run_1/port_trees.png
Drawn at 3 px/um.
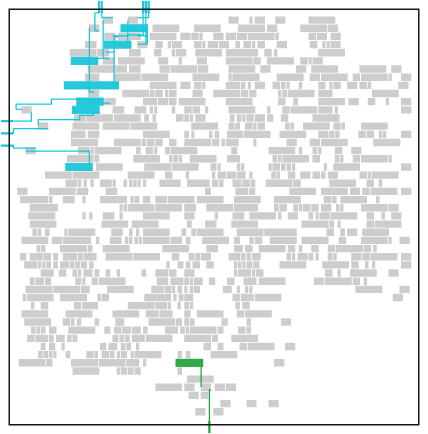
run_1/placed.png
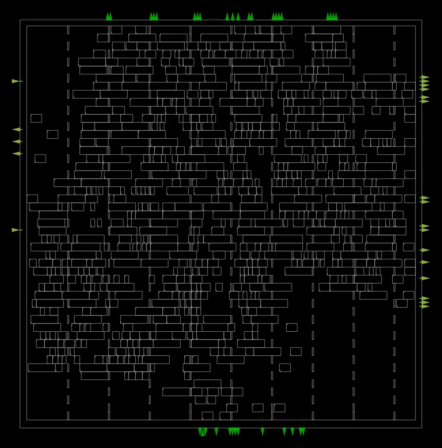
run_1/ff_map.png
Drawn at 2 px/um. Other sequential cells in the stronger gray, the rest of the logic in the fainter gray.
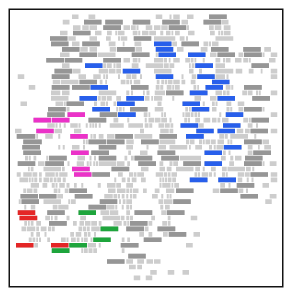
[config.mk]
export PLATFORM = sky130hd
export DESIGN_NAME = uart_frame_rx_flat
export DESIGN_NICKNAME = d
export VERILOG_FILES = /design/src/rtl/uart_frame_rx_if.sv /design/src/rtl/uart_frame_rx.sv /design/src/flat_wrapper.sv
export SDC_FILE = /design/constraint.sdc
export NUM_CORES = 1
export LEC_CHECK = 0
export CAP_MARGIN = 15
export CORE_AREA = 2 2 134 136
export CTS_CLUSTER_SIZE = 20
export DETAILED_ROUTE_END_ITERATION = 10
export DIE_AREA = 0 0 136 138
export SETUP_SLACK_MARGIN = 0.2
export SLEW_MARGIN = 20
export SYNTH_ARGS = -nofsm -noshare
export SYNTH_HDL_FRONTEND = slang
export SYNTH_SLANG_ARGS = --single-unit
export TNS_END_PERCENT = 10
[constraint.sdc]
create_clock -name CLK -period 4.27 [get_ports CLK]
set_input_delay 0.6405 -clock CLK [delete_from_list [all_inputs] [get_ports CLK]]
set_output_delay 0.6405 -clock CLK [all_outputs]
set_load 0.01 [all_outputs]
[src/rtl/uart_frame_rx_if.sv]
// uart_frame_rx_if
//   Serial line plus packet result bundle of the UART frame receiver.
//   in_bit      : serial line into the receiver (idle high)
//   o_opt/o_len : option and length bytes of the last good packet
//   o_data      : payload, byte k at [k*BYTE_SIZE +: BYTE_SIZE], unused bytes 0
//   o_valid     : one-cycle pulse per complete packet
//   o_err       : one-cycle pulse per rejected packet, cause in o_err_code
//   master = receiver side, slave = line driver / packet consumer side.
interface uart_frame_rx_if #(
  parameter int BYTE_SIZE     = 8,
  parameter int OUT_DATA_SIZE = 32
);
  logic                     in_bit;
  logic [BYTE_SIZE-1:0]     o_opt;
  logic [BYTE_SIZE-1:0]     o_len;
  logic [OUT_DATA_SIZE-1:0] o_data;
  logic                     o_valid;
  logic                     o_err;
  logic [1:0]               o_err_code;

  modport master (input in_bit, output o_opt, o_len, o_data, o_valid, o_err, o_err_code);
  modport slave  (output in_bit, input o_opt, o_len, o_data, o_valid, o_err, o_err_code);
endinterface

[src/rtl/uart_frame_rx.sv]
// uart_frame_rx
//   Oversampled UART receiver (3-sample majority, glitch-rejecting start)
//   feeding a packet assembler: opt, len, then len payload bytes.
//   An inter-byte idle timeout resynchronises the packet layer.
//   Ports:
//     CLK, RST : clock, asynchronous active-high reset
//     bus      : uart_frame_rx_if.master (in_bit in, packet results out)
//   Error codes: 0 timeout, 1 framing, 2 parity, 3 length.
//   Build option: define UART_RX_PARITY_EN to add one parity bit per
//   character (sense from PARITY_ODD); otherwise parity is absent.
module uart_frame_rx #(
  parameter int BYTE_SIZE     = 8,
  parameter int FREQ_COEF     = 16,
  parameter int MAX_MSG_LEN   = 4,
  parameter int OUT_DATA_SIZE = MAX_MSG_LEN * BYTE_SIZE,
  parameter int PARITY_ODD    = 0,
  parameter int TIMEOUT_BITS  = 20
) (
  input  logic            CLK,
  input  logic            RST,
  uart_frame_rx_if.master bus
);
  localparam int CW = $clog2(FREQ_COEF);
  localparam int BW = $clog2(BYTE_SIZE + 1);
  localparam int TW = $clog2(TIMEOUT_BITS + 2);
  localparam int IW = $clog2(MAX_MSG_LEN + 1);

  localparam logic [CW-1:0] SMP0  = CW'(FREQ_COEF/2 - 1);
  localparam logic [CW-1:0] SMP1  = CW'(FREQ_COEF/2);
  localparam logic [CW-1:0] SMP2  = CW'(FREQ_COEF/2 + 1);
  localparam logic [CW-1:0] CLAST = CW'(FREQ_COEF - 1);

  localparam logic [2:0] S_IDLE   = 3'd0;
  localparam logic [2:0] S_START  = 3'd1;
  localparam logic [2:0] S_DATA   = 3'd2;
  localparam logic [2:0] S_STOP   = 3'd4;
`ifdef UART_RX_PARITY_EN
  localparam logic [2:0] S_PARITY = 3'd3;
`endif

  localparam logic [1:0] P_OPT  = 2'd0;
  localparam logic [1:0] P_LEN  = 2'd1;
  localparam logic [1:0] P_DATA = 2'd2;
  localparam logic [1:0] P_DROP = 2'd3;

  // ---------------- input synchronizer and start-edge detect
  logic [1:0] sync_q;
  logic       line_d;
  logic       line, fall;

  always_ff @(posedge CLK or posedge RST) begin
    if (RST) begin
      sync_q <= 2'b11;
      line_d <= 1'b1;
    end else begin
      sync_q <= {sync_q[0], bus.in_bit};
      line_d <= sync_q[1];
    end
  end

  assign line = sync_q[1];
  assign fall = line_d & ~line;

  // ---------------- byte FSM
  logic [2:0]           st;
  logic [CW-1:0]        cnt;
  logic [BW-1:0]        bit_idx;
  logic [1:0]           smp;
  logic [BYTE_SIZE-1:0] shreg;
  logic [TW-1:0]        to_cnt;
  logic                 maj, perr_c, to_fire;
  logic                 bd_vld, bd_ferr, bd_perr;
  logic [BYTE_SIZE-1:0] bd_byte;

  // third sample is the live line value, first two were latched earlier
  assign maj     = (smp[0] & smp[1]) | (smp[0] & line) | (smp[1] & line);
  assign to_fire = (to_cnt == TW'(TIMEOUT_BITS));

`ifdef UART_RX_PARITY_EN
  logic par_q;
  assign perr_c = (^shreg) ^ par_q ^ (PARITY_ODD != 0);
`else
  logic unused_par;
  assign unused_par = (PARITY_ODD != 0);
  assign perr_c     = 1'b0;
`endif

  always_ff @(posedge CLK or posedge RST) begin
    if (RST) begin
      st      <= S_IDLE;
      cnt     <= '0;
      bit_idx <= '0;
      smp     <= '0;
      shreg   <= '0;
      to_cnt  <= '0;
      bd_vld  <= 1'b0;
      bd_ferr <= 1'b0;
      bd_perr <= 1'b0;
      bd_byte <= '0;
`ifdef UART_RX_PARITY_EN
      par_q   <= 1'b0;
`endif
    end else begin
      bd_vld <= 1'b0;
      // free-running in IDLE too, so it also paces the idle timeout
      cnt <= (cnt == CLAST) ? '0 : cnt + 1'b1;
      if (cnt == SMP0) smp[0] <= line;
      if (cnt == SMP1) smp[1] <= line;
      case (st)
        S_IDLE: if (fall) begin
          st  <= S_START;
          cnt <= '0;
        end
        S_START: begin
          if (cnt == SMP2 && maj) begin
            st  <= S_IDLE;               // glitch, not a start bit
            cnt <= '0;
          end else if (cnt == CLAST) begin
            st      <= S_DATA;
            bit_idx <= '0;
          end
        end
        S_DATA: begin
          if (cnt == SMP2) shreg <= {maj, shreg[BYTE_SIZE-1:1]};
          if (cnt == CLAST) begin
            if (bit_idx == BW'(BYTE_SIZE - 1)) begin
`ifdef UART_RX_PARITY_EN
              st <= S_PARITY;
`else
              st <= S_STOP;
`endif
            end else begin
              bit_idx <= bit_idx + 1'b1;
            end
          end
        end
`ifdef UART_RX_PARITY_EN
        S_PARITY: begin
          if (cnt == SMP2) par_q <= maj;
          if (cnt == CLAST) st <= S_STOP;
        end
`endif
        S_STOP: if (cnt == SMP2) begin
          // leave half a bit early so a back-to-back start edge is caught
          st      <= S_IDLE;
          cnt     <= '0;
          bd_vld  <= 1'b1;
          bd_byte <= shreg;
          bd_ferr <= ~maj;
          bd_perr <= perr_c;
        end
        default: st <= S_IDLE;
      endcase

      // idle timeout in bit-times; parks at TIMEOUT_BITS+1 so it fires once
      if (st == S_IDLE && fall)
        to_cnt <= '0;
      else if (to_fire)
        to_cnt <= TW'(TIMEOUT_BITS + 1);
      else if (st == S_IDLE && cnt == CLAST && to_cnt < TW'(TIMEOUT_BITS))
        to_cnt <= to_cnt + 1'b1;
    end
  end

  // ---------------- packet assembler
  logic [1:0]               pst;
  logic [BYTE_SIZE-1:0]     opt_sh, len_sh;
  logic [OUT_DATA_SIZE-1:0] data_sh, data_wr;
  logic [IW-1:0]            idx;
  logic [BYTE_SIZE-1:0]     o_opt_q, o_len_q;
  logic [OUT_DATA_SIZE-1:0] o_data_q;
  logic                     o_valid_q, o_err_q;
  logic [1:0]               o_code_q;

  always_comb begin
    data_wr = data_sh;
    data_wr[idx*BYTE_SIZE +: BYTE_SIZE] = bd_byte;
  end

  always_ff @(posedge CLK or posedge RST) begin
    if (RST) begin
      pst       <= P_OPT;
      opt_sh    <= '0;
      len_sh    <= '0;
      data_sh   <= '0;
      idx       <= '0;
      o_opt_q   <= '0;
      o_len_q   <= '0;
      o_data_q  <= '0;
      o_valid_q <= 1'b0;
      o_err_q   <= 1'b0;
      o_code_q  <= 2'd0;
    end else begin
      o_valid_q <= 1'b0;
      o_err_q   <= 1'b0;
      if (bd_vld && pst != P_DROP && (bd_ferr || bd_perr)) begin
        o_err_q  <= 1'b1;
        o_code_q <= bd_ferr ? 2'd1 : 2'd2;   // framing wins over parity
        pst      <= P_DROP;
      end else if (bd_vld) begin
        case (pst)
          P_OPT: begin
            opt_sh  <= bd_byte;
            data_sh <= '0;
            pst     <= P_LEN;
          end
          P_LEN: begin
            len_sh <= bd_byte;
            if (bd_byte == '0) begin
              o_opt_q   <= opt_sh;
              o_len_q   <= '0;
              o_data_q  <= data_sh;
              o_valid_q <= 1'b1;
              pst       <= P_OPT;
            end else if (bd_byte > BYTE_SIZE'(MAX_MSG_LEN)) begin
              o_err_q  <= 1'b1;
              o_code_q <= 2'd3;
              pst      <= P_DROP;
            end else begin
              idx <= '0;
              pst <= P_DATA;
            end
          end
          P_DATA: begin
            data_sh <= data_wr;
            if (BYTE_SIZE'(idx) == len_sh - 1'b1) begin
              o_opt_q   <= opt_sh;
              o_len_q   <= len_sh;
              o_data_q  <= data_wr;
              o_valid_q <= 1'b1;
              pst       <= P_OPT;
            end else begin
              idx <= idx + 1'b1;
            end
          end
          default: ;                       // P_DROP swallows bytes
        endcase
      end else if (to_fire) begin
        case (pst)
          P_LEN, P_DATA: begin
            o_err_q  <= 1'b1;
            o_code_q <= 2'd0;
            pst      <= P_OPT;
          end
          P_DROP:  pst <= P_OPT;
          default: ;
        endcase
      end
    end
  end

  assign bus.o_opt      = o_opt_q;
  assign bus.o_len      = o_len_q;
  assign bus.o_data     = o_data_q;
  assign bus.o_valid    = o_valid_q;
  assign bus.o_err      = o_err_q;
  assign bus.o_err_code = o_code_q;
endmodule

[src/flat_wrapper.sv]
// flat-port wrapper written by rule: the top's interface ports become plain ports
module uart_frame_rx_flat 
#(
  parameter int BYTE_SIZE     = 8,
  parameter int FREQ_COEF     = 16,
  parameter int MAX_MSG_LEN   = 4,
  parameter int OUT_DATA_SIZE = MAX_MSG_LEN * BYTE_SIZE,
  parameter int PARITY_ODD    = 0,
  parameter int TIMEOUT_BITS  = 20
)
  (CLK, RST, bus_in_bit, bus_o_opt, bus_o_len, bus_o_data, bus_o_valid, bus_o_err, bus_o_err_code);
  uart_frame_rx_if #(.BYTE_SIZE(BYTE_SIZE), .OUT_DATA_SIZE(OUT_DATA_SIZE)) bus_i ();
  input  logic CLK;
  input  logic RST;
  input wire logic [$bits(bus_i.in_bit)-1:0] bus_in_bit;
  output wire logic [$bits(bus_i.o_opt)-1:0] bus_o_opt;
  output wire logic [$bits(bus_i.o_len)-1:0] bus_o_len;
  output wire logic [$bits(bus_i.o_data)-1:0] bus_o_data;
  output wire logic [$bits(bus_i.o_valid)-1:0] bus_o_valid;
  output wire logic [$bits(bus_i.o_err)-1:0] bus_o_err;
  output wire logic [$bits(bus_i.o_err_code)-1:0] bus_o_err_code;
  assign bus_i.in_bit = bus_in_bit;
  assign bus_o_opt = bus_i.o_opt;
  assign bus_o_len = bus_i.o_len;
  assign bus_o_data = bus_i.o_data;
  assign bus_o_valid = bus_i.o_valid;
  assign bus_o_err = bus_i.o_err;
  assign bus_o_err_code = bus_i.o_err_code;
  uart_frame_rx #(.BYTE_SIZE(BYTE_SIZE), .FREQ_COEF(FREQ_COEF), .MAX_MSG_LEN(MAX_MSG_LEN), .OUT_DATA_SIZE(OUT_DATA_SIZE), .PARITY_ODD(PARITY_ODD), .TIMEOUT_BITS(TIMEOUT_BITS)) u_core (.CLK(CLK), .RST(RST), .bus(bus_i));
endmodule
==> impl_metrics.env, run 1 <==
# flow metrics
export IMPL_fin_crit_ns=2.917
export IMPL_whs_ns=0.3646
export IMPL_gr_total_overflow=0
export IMPL_tap_cells=229
export IMPL_synth_flop_count=144
export IMPL_grt_pass1_vias=5250
export IMPL_clockBufferDepth=2
export IMPL_synthTopCellsByCount="dfrtp_1, nand2_1, a22oi_1"
export IMPL_crit_fanout=10
export IMPL_aoi_share_pct=16.37
export IMPL_drc=0
export IMPL_buffers=62
export IMPL_ys_warn_count=0
export IMPL_static_leakage_power_nw=3.777
export IMPL_n_antenna_cell=0
export IMPL_clock_sinks=144
export IMPL_drt_first_pass_iters=5
export IMPL_die_area_um2=18770
export IMPL_gp_congestion=0.8359
export IMPL_layout_top_cells="dfrtp_1, nand2_1, a22oi_1, clkdlybuf4s50_1, nor2_1"
export IMPL_wl_per_cell_um=16.82
export IMPL_syn_area_um2=6864
export IMPL_ys_seq_share_pct=52.55
export IMPL_synth_cell_types=57
export IMPL_comb_multi_input_count=445
export IMPL_grt_setup_unrepaired="false"
export IMPL_syn_inst=652
export IMPL_place_inst=902
export IMPL_synthSimpleGateAreaFrac_pct=12.81
export IMPL_setup_viol=0
export IMPL_area_leaders="dfrtp_1, a22oi_1, mux2_2"
export IMPL_top_logic_kind="AND-OR/OR-AND gates"
export IMPL_cts_setup_buffers=0
export IMPL_sh_seq_area_pct=44.16
export IMPL_core_um2=17530
export IMPL_p_total_mw=3.302
export IMPL_yosys_area_um2=6864
export IMPL_place_area_um2=7567
export IMPL_adder_share_pct=3.062
export IMPL_grt_use_total_pct=18.04
export IMPL_clkSlewWorstSetupHoldPaths_ns=0.06
export IMPL_async_flop_share_pct=100.0
export IMPL_top_cell="dfrtp_1"
export IMPL_comb_share_pct=36.41
export IMPL_timing_hold_violations_final=0
export IMPL_tritoncts="yes"
export IMPL_grt_max_degree=56
export IMPL_mux_share_pct=9.916
export IMPL_drv_slew=0
export IMPL_yosys_stat_cells=652
export IMPL_required_ns=4.56
export IMPL_warning_count=35
export IMPL_vias=5055
export IMPL_inv_count=22
export IMPL_postCtsHoldBufs=0
export IMPL_comb_area_um2=2974
export IMPL_die_h_um=138
export IMPL_grt_pass1_wl_um=26790
export IMPL_numCtsBuffers=17
export IMPL_vdd_drop_max_uv=391.3
export IMPL_start_kind="flop"
export IMPL_maxCapViolCount=0
export IMPL_slew_limit_headroom_pct=39.03
export IMPL_skew_ns=0.01877
export IMPL_grt_antenna_before_repair=0
export IMPL_hp_class="reg2reg"
export IMPL_hpwl_um=10390
export IMPL_syn_to_final_growth_pct=18.99
export IMPL_power_density_nw_per_um2=404.3
export IMPL_clk_latency_ns=0.43
export IMPL_setup_slack_ns=1.353
export IMPL_clk_share_pct=7.353
export IMPL_ant_nets=0
export IMPL_nets=711
export IMPL_synth_area_leader_cell="dfrtp_1"
export IMPL_outcome="finished, final reports clean"
export IMPL_bufAreaShareNonClock_pct=7.506
export IMPL_synthFlopType="dfrtp_1"
export IMPL_layout_drive_gt1_share_pct=12.23
export IMPL_lay_top_count="dfrtp_1"
export IMPL_via_per_inst=5.424
export IMPL_largestClassByArea="registers"
export IMPL_wl_um=15680
export IMPL_avgSynthCellArea_um2=10.53
export IMPL_xor_share_pct=1.094
export IMPL_edf_count=0
export IMPL_fin_cells=932
export IMPL_tightest_slew_ns=0.9126
export IMPL_drtIter0Drc=419
export IMPL_fin_crit_sh_pct=68.31
export IMPL_worstSetupPathType="reg2reg"
export IMPL_max_freq_ghz=0.3429
export IMPL_ff_count=144
export IMPL_cts_resized=0
export IMPL_top_area_share_pct=51.40
export IMPL_n_clock_buffer=25
export IMPL_syn_nets=671
export IMPL_cp_end_kind="flop"
export IMPL_initCoreUtil_pct=39.15
export IMPL_cts_max_level=4
export IMPL_final_setup_tns_ns=0
export IMPL_final_area_um2=8168
export IMPL_critical_path_arrival_ns=3.20
export IMPL_clockRootBuffer="clkbuf_16"
export IMPL_die_w_um=136
export IMPL_detailedPlace_worstSlack_ns=1.401
export IMPL_final_util_pct=46.58
## Picture notes: port_trees.png
color	port	bits	direction	edge	end cells	buffers	wire
cyan	bus_o_opt	8	output	5 north, 3 west	8	8	251 um
green	bus_o_err	1	output	south	1	1	19.1 um
I/O Buffers: 54
Ports: 55

## Picture notes: placed.png
FP Rows: 49
Filler Cells Inserted: 1664

## Picture notes: ff_map.png
color	netlist name	flops
green	u_core.to_cnt	5
magenta	u_core.shreg	8
red	u_core.bit_idx	4
blue	u_core.data_sh	32
not colored	95
Seq power: 1.49 mW
Reg area: 3607 um2

-- run 1: flip-flops by register name (all words and copies together) (netlist names), 2 cells and up --
name,flops
u_core.idx,3
u_core.data_sh,32
u_core.cnt,4
u_core.shreg,8
u_core.bd_byte,8
u_core.pst,2
u_core.bit_idx,4
u_core.st,3
u_core.bus.o_len,8
u_core.sync_q,2
u_core.len_sh,8
u_core.opt_sh,8
u_core.to_cnt,5
u_core.smp,2
u_core.bus.o_opt,8
u_core.bus.o_err_code,2
u_core.bus.o_data,32
-- run 1: worst max-delay path, stage by stage (launching register included) --
cell	delay (ns)
dfrtp_1	0.47
inv_1	0.14
ha_1	0.23
ha_1	0.29
nor2b_1	0.32
o2111ai_2	0.35
nor2_2	0.56
mux2i_1	0.29
a22oi_1	0.11
-- run 1: where the power goes --
group / internal, mW / leakage, nW / switching [mW]
logic: 0.127 / 1.49 / 0.198
clock network: 0.959 / 0.301 / 0.533
registers: 1.42 / 1.99 / 0.0661
total: 2.51 / 3.78 / 0.797
-- run 1: path summary, 6_finish.rpt --
kind	depth (start not counted)	from	slack (ns)	endpoint
min	0	u_core.sync_q[0]	0.36	u_core.sync_q[1]
min reg2reg	0	u_core.sync_q[0]	0.36	u_core.sync_q[1]
min in group asynchronous	2	RST	0.76	u_core.bus.o_err_code[0]
max reg2reg	8	u_core.idx[0]	1.35	u_core.bus.o_data[17]
max	8	u_core.idx[0]	1.35	u_core.bus.o_data[17]
max in group asynchronous	3	RST	2.65	u_core.bus.o_data[5]
-- run 1: metal layers --
metal / part of all wire (%) / vias up / GRT usage, %
met5: 0 / - / 0
met1: 44 / 2536 / 23.35
met3: 3.5 / 16 / 4.364
met4: 1.2 / 0 / 6.305
li1: - / 2416 / -
met2: 51 / 87 / 29.52
run_1/class_map.png
Drawn at 2 px/um.
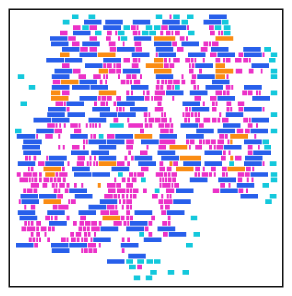

==> run 1 -> run 2 <==
==> constraint.sdc (replaced) <==
create_clock -name CLK -period 3.05 [get_ports CLK]
set_input_delay 0.4575 -clock CLK [delete_from_list [all_inputs] [get_ports CLK]]
set_output_delay 0.4575 -clock CLK [all_outputs]
set_load 0.01 [all_outputs]
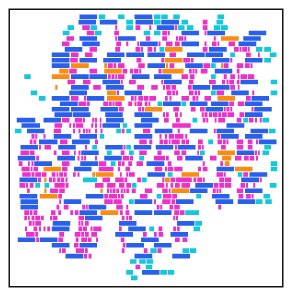
run_2/class_map.png
Drawn at 2 px/um.
color	class	cells
blue	sequential cells	144
cyan	remaining buffers and delay cells	87
orange	clock drivers and dummy loads	31
magenta	remaining logic cells	467
Core Box Area: 17530 um2
fraction of area in registers: 43.20%
Final Util: 47.62%
Finished Cell Area: 8351 um2

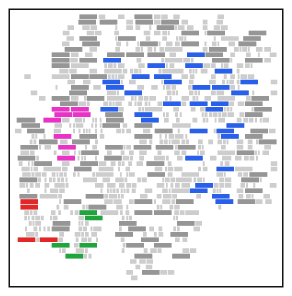
run_2/ff_map.png
Drawn at 2 px/um. Other sequential cells in the stronger gray, the rest of the logic in the fainter gray.
Seq power: 2.08 mW

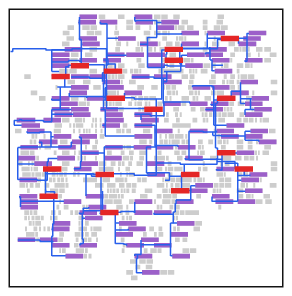
run_2/clock_wires.png
Drawn at 2 px/um.
[purple] flip-flops | count: 144
[blue] clock wires | length: 1860 um
[red] clock-net drivers | count: 17
routed clock nets	18
flops lie	widely spread
Clk pwr share: 43.2%
Clock group: 1.94 mW
Latency at later pin: 0.42 ns
Worst Skew: 0.007394 ns

==> run 2 against run 1 <==
Synthesized cell count is the same. Die size is the same. Combinational power grew 42%. Critical path depth is the same. Count of clock-buffer cells in the layout grew 1. Worst hold slack lost 0.0077 ns. Sequential power grew about 40%. Largest cell class unchanged. Power grew 36%. Maximum frequency grew 9.8%. Global-route usage is essentially flat. Sequential share of layout area shrank 0.97 points. Clock power grew about 30%.
==> impl_metrics.env, run 2 <==
# flow metrics
export IMPL_grt_use_total_pct=18.04
export IMPL_fin_crit_sh_pct=87.06
export IMPL_power_density_nw_per_um2=536.8
export IMPL_postCtsHoldBufs=0
export IMPL_vdd_drop_max_uv=462.2
export IMPL_top_area_share_pct=51.40
export IMPL_synthTopCellsByCount="dfrtp_1, nand2_1, a22oi_1"
export IMPL_syn_inst=652
export IMPL_synth_area_leader_cell="dfrtp_1"
export IMPL_crit_fanout=8
export IMPL_cp_end_kind="flop"
export IMPL_aoi_share_pct=16.37
export IMPL_layout_top_cells="dfrtp_1, nand2_1, a22oi_1, clkdlybuf4s50_1, o21ai_0"
export IMPL_tritoncts="yes"
export IMPL_cp_depth=8
export IMPL_portBuffers=54
export IMPL_top_logic_kind="AND-OR/OR-AND gates"
export IMPL_fin_crit_ns=2.655
export IMPL_max_freq_ghz=0.3766
export IMPL_grt_use_met1_pct=23.17
export IMPL_adder_share_pct=3.062
export IMPL_die_w_um=136
export IMPL_rr_worst_depth=8
export IMPL_p_total_mw=4.483
export IMPL_drv_slew=0
export IMPL_setup_slack_ns=0.3948
export IMPL_start_kind="flop"
export IMPL_syn_area_um2=6864
export IMPL_tightest_slew_ns=0.7236
export IMPL_nets=736
export IMPL_holdPathStages=0
export IMPL_gp_congestion=0.8576
export IMPL_clockBufferDepth=2
export IMPL_crit_start="u_core.idx[0]"
export IMPL_critical_path_arrival_ns=2.99
export IMPL_setup_viol=0
export IMPL_grt_antenna_before_repair=0
export IMPL_grt_pass1_vias=5370
export IMPL_synthFlopType="dfrtp_1"
export IMPL_cp_num_buf_inv=1
export IMPL_ys_warn_count=0
export IMPL_clock_sinks=144
export IMPL_die_area_um2=18770
export IMPL_grt_pass1_wl_um=26790
export IMPL_timing_hold_violations_final=0
export IMPL_wl_um=16180
export IMPL_async_flop_share_pct=100.0
export IMPL_clockRootBuffer="clkbuf_16"
export IMPL_xor_share_pct=1.094
export IMPL_required_ns=3.39
export IMPL_top_cell="dfrtp_1"
export IMPL_die_h_um=138
export IMPL_synth_flop_count=144
export IMPL_numCtsBuffers=17
export IMPL_warning_count=35
export IMPL_detailedPlace_worstSlack_ns=0.09860
export IMPL_row_count=49
export IMPL_reg2reg_to="u_core.data_sh[3]"
export IMPL_outcome="finished, final reports clean"
export IMPL_final_setup_tns_ns=0
export IMPL_avgSynthCellArea_um2=10.53
export IMPL_hp_class="reg2reg"
export IMPL_cp_endpoint="u_core.data_sh[3]"
export IMPL_cts_max_level=4
export IMPL_maxCapViolCount=0
export IMPL_drc=0
export IMPL_holdPathEnd="u_core.sync_q[1]"
export IMPL_io_pins=55
export IMPL_min_from="u_core.sync_q[0]"
export IMPL_wl_per_cell_um=16.89
export IMPL_static_leakage_power_nw=3.870
export IMPL_layout_drive_gt1_share_pct=15.23
export IMPL_whs_ns=0.3569
export IMPL_grt_max_degree=42
export IMPL_initCoreUtil_pct=39.15
export IMPL_syn_nets=671
export IMPL_synth_cell_types=57
export IMPL_yosys_stat_cells=652
export IMPL_hpwl_um=10780
export IMPL_mux_share_pct=9.916
export IMPL_slew_limit_headroom_pct=51.66
export IMPL_synthSimpleGateAreaFrac_pct=12.81
export IMPL_r2r_slack_ns=0.39
export IMPL_gr_total_overflow=0
export IMPL_yosys_area_um2=6864
export IMPL_lay_top_count="dfrtp_1"
export IMPL_r2r_start="u_core.idx[0]"
export IMPL_worstSetupPathType="reg2reg"
export IMPL_syn_to_final_growth_pct=21.66
export IMPL_grt_busiest_layer="met2"
export IMPL_cpMaxStageDelayCell="dfrtp_1"
export IMPL_cp_top_family="simple AND/OR/NAND/NOR gates"
export IMPL_worstPathCellList="inv_1 > ha_1 > ha_1 > nor4b_1 > nand3_1 > nor2_1 > a22oi_1 > o21ai_0"
export IMPL_crit_path_frequent_cell="ha_1"
export IMPL_edf_count=0
export IMPL_ys_seq_share_pct=52.55
export IMPL_clkSlewWorstSetupHoldPaths_ns=0.06
export IMPL_drtIter0Drc=354
export IMPL_max_stage_delay_ns=0.51
export IMPL_via_per_inst=5.435
export IMPL_drt_first_pass_iters=5
export IMPL_vias=5207
export IMPL_grt_setup_unrepaired="false"
export IMPL_area_leaders="dfrtp_1, a22oi_1, mux2_2"
export IMPL_n_antenna_cell=0
export IMPL_place_area_um2=7745
export IMPL_met2_usage_pct=29.65
export IMPL_ant_nets=0
export IMPL_grt_use_met3_pct=4.290
==> run 2: cell types whose count changed in the layout (fill, tap and decap cells not counted), sizes merged <==
cell,before,now
bufinv,2,1
clkinv,4,3
clkinvlp,1,3
buf,8,33
clkbuf,25,26
==> run 2: cells by family (layout without fill, tap and decap cells) <==
family                     Yosys count  count (layout)
AOI/OAI and AO/OA                  169             169
DFF                                144             144
muxes                               64              64
xor gates and xnor gates             7               7
adders and majority gates           17              17
buffers and inverters               63             140
and+or+nand+nor                    188             188
==> run 2: layer usage <==
layer  vias up  wire [um]
met5         -          0
met1      2620       7143
li1       2465          -
met4         0        274
met3        25        624
met2        97       8137
==> run 2: power by group <==
part / leakage [nW] / internal [mW] / switching (mW) / total [mW]
sequential: 1.99 / 1.99 / 0.0940 / 2.08
combinational: 1.62 / 0.182 / 0.281 / 0.463
clock: 0.260 / 1.18 / 0.759 / 1.94
total: 3.87 / 3.35 / 1.13 / 4.48
==> run 2: area by class of cell <==
| class | instances | area, um2 |
|---|---|---|
| fillers | 1612 | 9184 |
| multi-input cells | 445 | 3013 |
| well taps | 229 | 286.5 |
| inverters | 22 | 86.33 |
| repair buffers | 87 | 813.3 |
| clock inverters | 5 | 55.05 |
| clock buffers | 26 | 489.2 |
| flip-flops and latches | 144 | 3607 |
==> run 2: repair_timing <==
item                                    in CTS  in global routing
gates cloned                                 0                  0
buffers inserted                             0                  3
endpoints found under the setup margin       7                 54
gates resized                                1                  7
pin swaps                                    0                  1
==> run 2: stage by stage <==
| stage | utilization (%) | cells |
|---|---|---|
| 2_1_floorplan | - | 652 |
| 3_3_place_gp | 44.17 | 924 |
| 3_5_place_dp | 44.17 | 924 |
| 4_1_cts | 47.30 | 955 |
| 5_1_grt | 47.62 | 958 |
| 6_report | 47.62 | 958 |
Power and IR drop assume default switching activity.
